Figure 1. I/O pins on the die edge.
(6 px per um) Pins as bars across the die edge, other pins in grey.
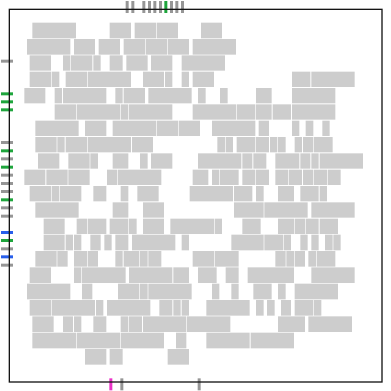
Figure 2. Routed clock nets over the placement.
(8 px per um)
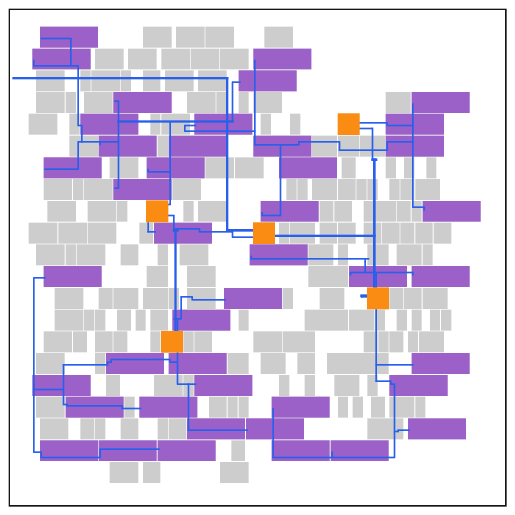
Figure 3. Metal layers overlaid.
(4 px per um) Only two layers are drawn.
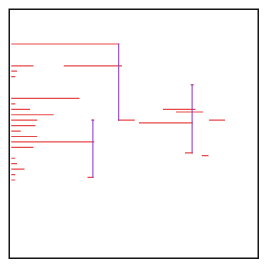
==> config.mk <==
export PLATFORM = sky130hd
export DESIGN_NAME = operand_entry_ctrl
export DESIGN_NICKNAME = d
export VERILOG_FILES = /design/src/rtl/operand_entry_ctrl.sv
export SDC_FILE = /design/constraint.sdc
export NUM_CORES = 1
export LEC_CHECK = 0
export CAP_MARGIN = 20
export CORE_MARGIN = 2
export CORE_UTILIZATION = 50
export DETAILED_ROUTE_END_ITERATION = 7
export GPL_TIMING_DRIVEN = 0
export PLACE_DENSITY = 0.78
export SETUP_SLACK_MARGIN = 0.1
export SYNTH_ARGS = -nofsm -noshare
export SYNTH_HDL_FRONTEND = slang
export SYNTH_SLANG_ARGS = --single-unit
==> constraint.sdc <==
create_clock -name clk -period 2.12 [get_ports clk]
set_input_delay 0.212 -clock clk [delete_from_list [all_inputs] [get_ports clk]]
set_output_delay 0.212 -clock clk [all_outputs]
set_load 0.02 [all_outputs]
==> changes_impl.md <==
## Flow update

- Worst IR drop on VDD: between 0.2 and 0.3 mV
- Hold slack: slightly below 400 ps
- Post-synthesis cell area: approximately 0.0017 mm^2
- Post-Layout Inst Area: approximately 0.0021 mm^2
- Ys cells: around 170
- Final period utilization: 0.838
- Final Hold Vio Count: 0
- CTS sink count: 43
- Final Wtd Congestion: slightly above 0.8
- Fmax: between 0.5 and 0.6 GHz
- Setup_tns: 0 ps
- Critical path arrival: slightly above 2000 ps
- Cell type with the largest total area: dfxtp_1
- First-pass GRT wire length: 5.26 mm
- Commonest cells in the netlist: dfxtp_1, nor2_1, mux2i_1
- Net Count, Synth: approximately 190
- DR pass1 iterations: 4
- Cell Type Count: 30
- Via Count: 1277
- Fp_density: 0.510
- Total global routing overflow: 0
- Max-slew violation count: 0
- Largest net degree at the start of global routing: 15
- TritonCTS buffer count: 5
- Most instantiated library cell after synthesis: dfxtp_1
- Antenna violations before repair: 0
- Synth warn: 0
- Placed Area: around 0.002 mm^2
- CP Launch Type: register
- FFs w/ async S/R, synth: 0
- Worst Skew: 6.88 ps
- Syn avg cell area: about 9.6 um^2
- Log Warnings: 26
- CTS Hold Bufs: 0
- Layout Cells excl Fill: 259
- # setup viols final: 0
- Crit-path cells: or4b_4 -> nor4_4 -> or2_1 -> buf_6 -> buf_8 -> nor2_1
- Htree depth: 2
- Flip-flop count of the largest register after layout: 16
- RSZ-0062 raised after global routing: false
- R2r setup slk: 340 ps
- 1st-iter DRT viols: around 55
- Slew HR: 0.644
- Outcome: complete, no violations
- Pleak: slightly above 0.7 nW
- Post-Place Cells: 251
- PD cells: 601 mW/mm^2
- Cell at the slowest stage of the critical path: or4b_4
- FF+latch count, synth: between 40 and 50
About Figure 1:
port	colour	pins	direction	edge
`state_leds`	blue	2	output	left
`num_b`	green	8	output	7 left, 1 top
`btn_enter`	magenta	1	input	bottom
all pins by edge	19 left, 10 top, 3 bottom
Die Ht: 61.9 um
die x size: 61.9 um
port buffer count: 31

About Figure 2:
[clock drivers] orange | count: 5
[flip-flops] purple | count: 43
[clock wires] blue | length: 479 um
flops lie	spread over the die
Clock power frac: 0.316
Clk. pwr: 0.000399 W

About Figure 3:
layer	colour	wire length
metal 3	red	172 um
metal 4	purple	50.3 um
Overall Global Routing Usage: 0.191
wire length per cell: 12.3 um
WL final: 3.19 mm

==> through the flow <==
stage	worst slack [ps]	power (W)	util
finish	343	0.00126	0.640
global route	208	0.00131	0.640
CTS	324	0.00127	0.640
detailed placement	67.0	0.000881	0.622
global placement	111	0.000879	0.622
floorplan	439	0.000849	-
==> worst max-delay path: cells and delay by family (launching register included) <==
family	cells	cell delay, ps
AND/OR/NAND/NOR	4	1070
buffers and inverters	2	240
flip-flops	1	370
==> power breakdown <==
group          internal [W]   total, W  leakage [nW]  switching (W)
combinational     0.0000255  0.0000467         0.349      0.0000212
clock              0.000127   0.000399        0.0272       0.000272
sequential         0.000814   0.000816         0.348     0.00000231
==> cells by family (layout without fill, tap and decap cells) <==
group / count (synthesis) / count (layout) / share of synthesized area
AOI/OAI and AO/OA: 8 / 8 / 0.0299
DFF: 43 / 43 / 0.514
muxes: 16 / 16 / 0.0956
adders and majority gates: 1 / 1 / 0.00747
buffers and inverters: 12 / 51 / 0.0388
and+or+nand+nor: 79 / 79 / 0.236
xor gates and xnor gates: 15 / 15 / 0.0784
==> area by class of cell <==
class | instances | area [um^2]
repair buffers | 31 | 310
clock buffers | 5 | 37.5
inverters | 6 | 22.5
flip-flops and latches | 43 | 861
clock inverters | 3 | 20.0
well taps | 46 | 57.6
fillers | 285 | 1180
multi-input cells | 119 | 749
plain buffers | 6 | 42.5
==> cells in the final DEF, fill, tap and decap left out, drive strengths merged, types with 6 or more instances in the layout <==
cell / netlist / routed
dfxtp: 43 / 43
inv: 6 / 6
clkdlybuf4s50: 0 / 31
xnor2: 12 / 12
clkbuf: 3 / 8
nand2: 8 / 8
nor4: 8 / 8
nor2: 38 / 38
mux2i: 16 / 16
nand3: 6 / 6
==> per-layer routing <==
layer | GRT usage | wire, um
met1 | 0.218 | 1420
met2 | 0.320 | 1540
met3 | 0.0663 | 172
met4 | 0.0881 | 50
met5 | 0 | 0
Power and IR drop assume default switching activity.
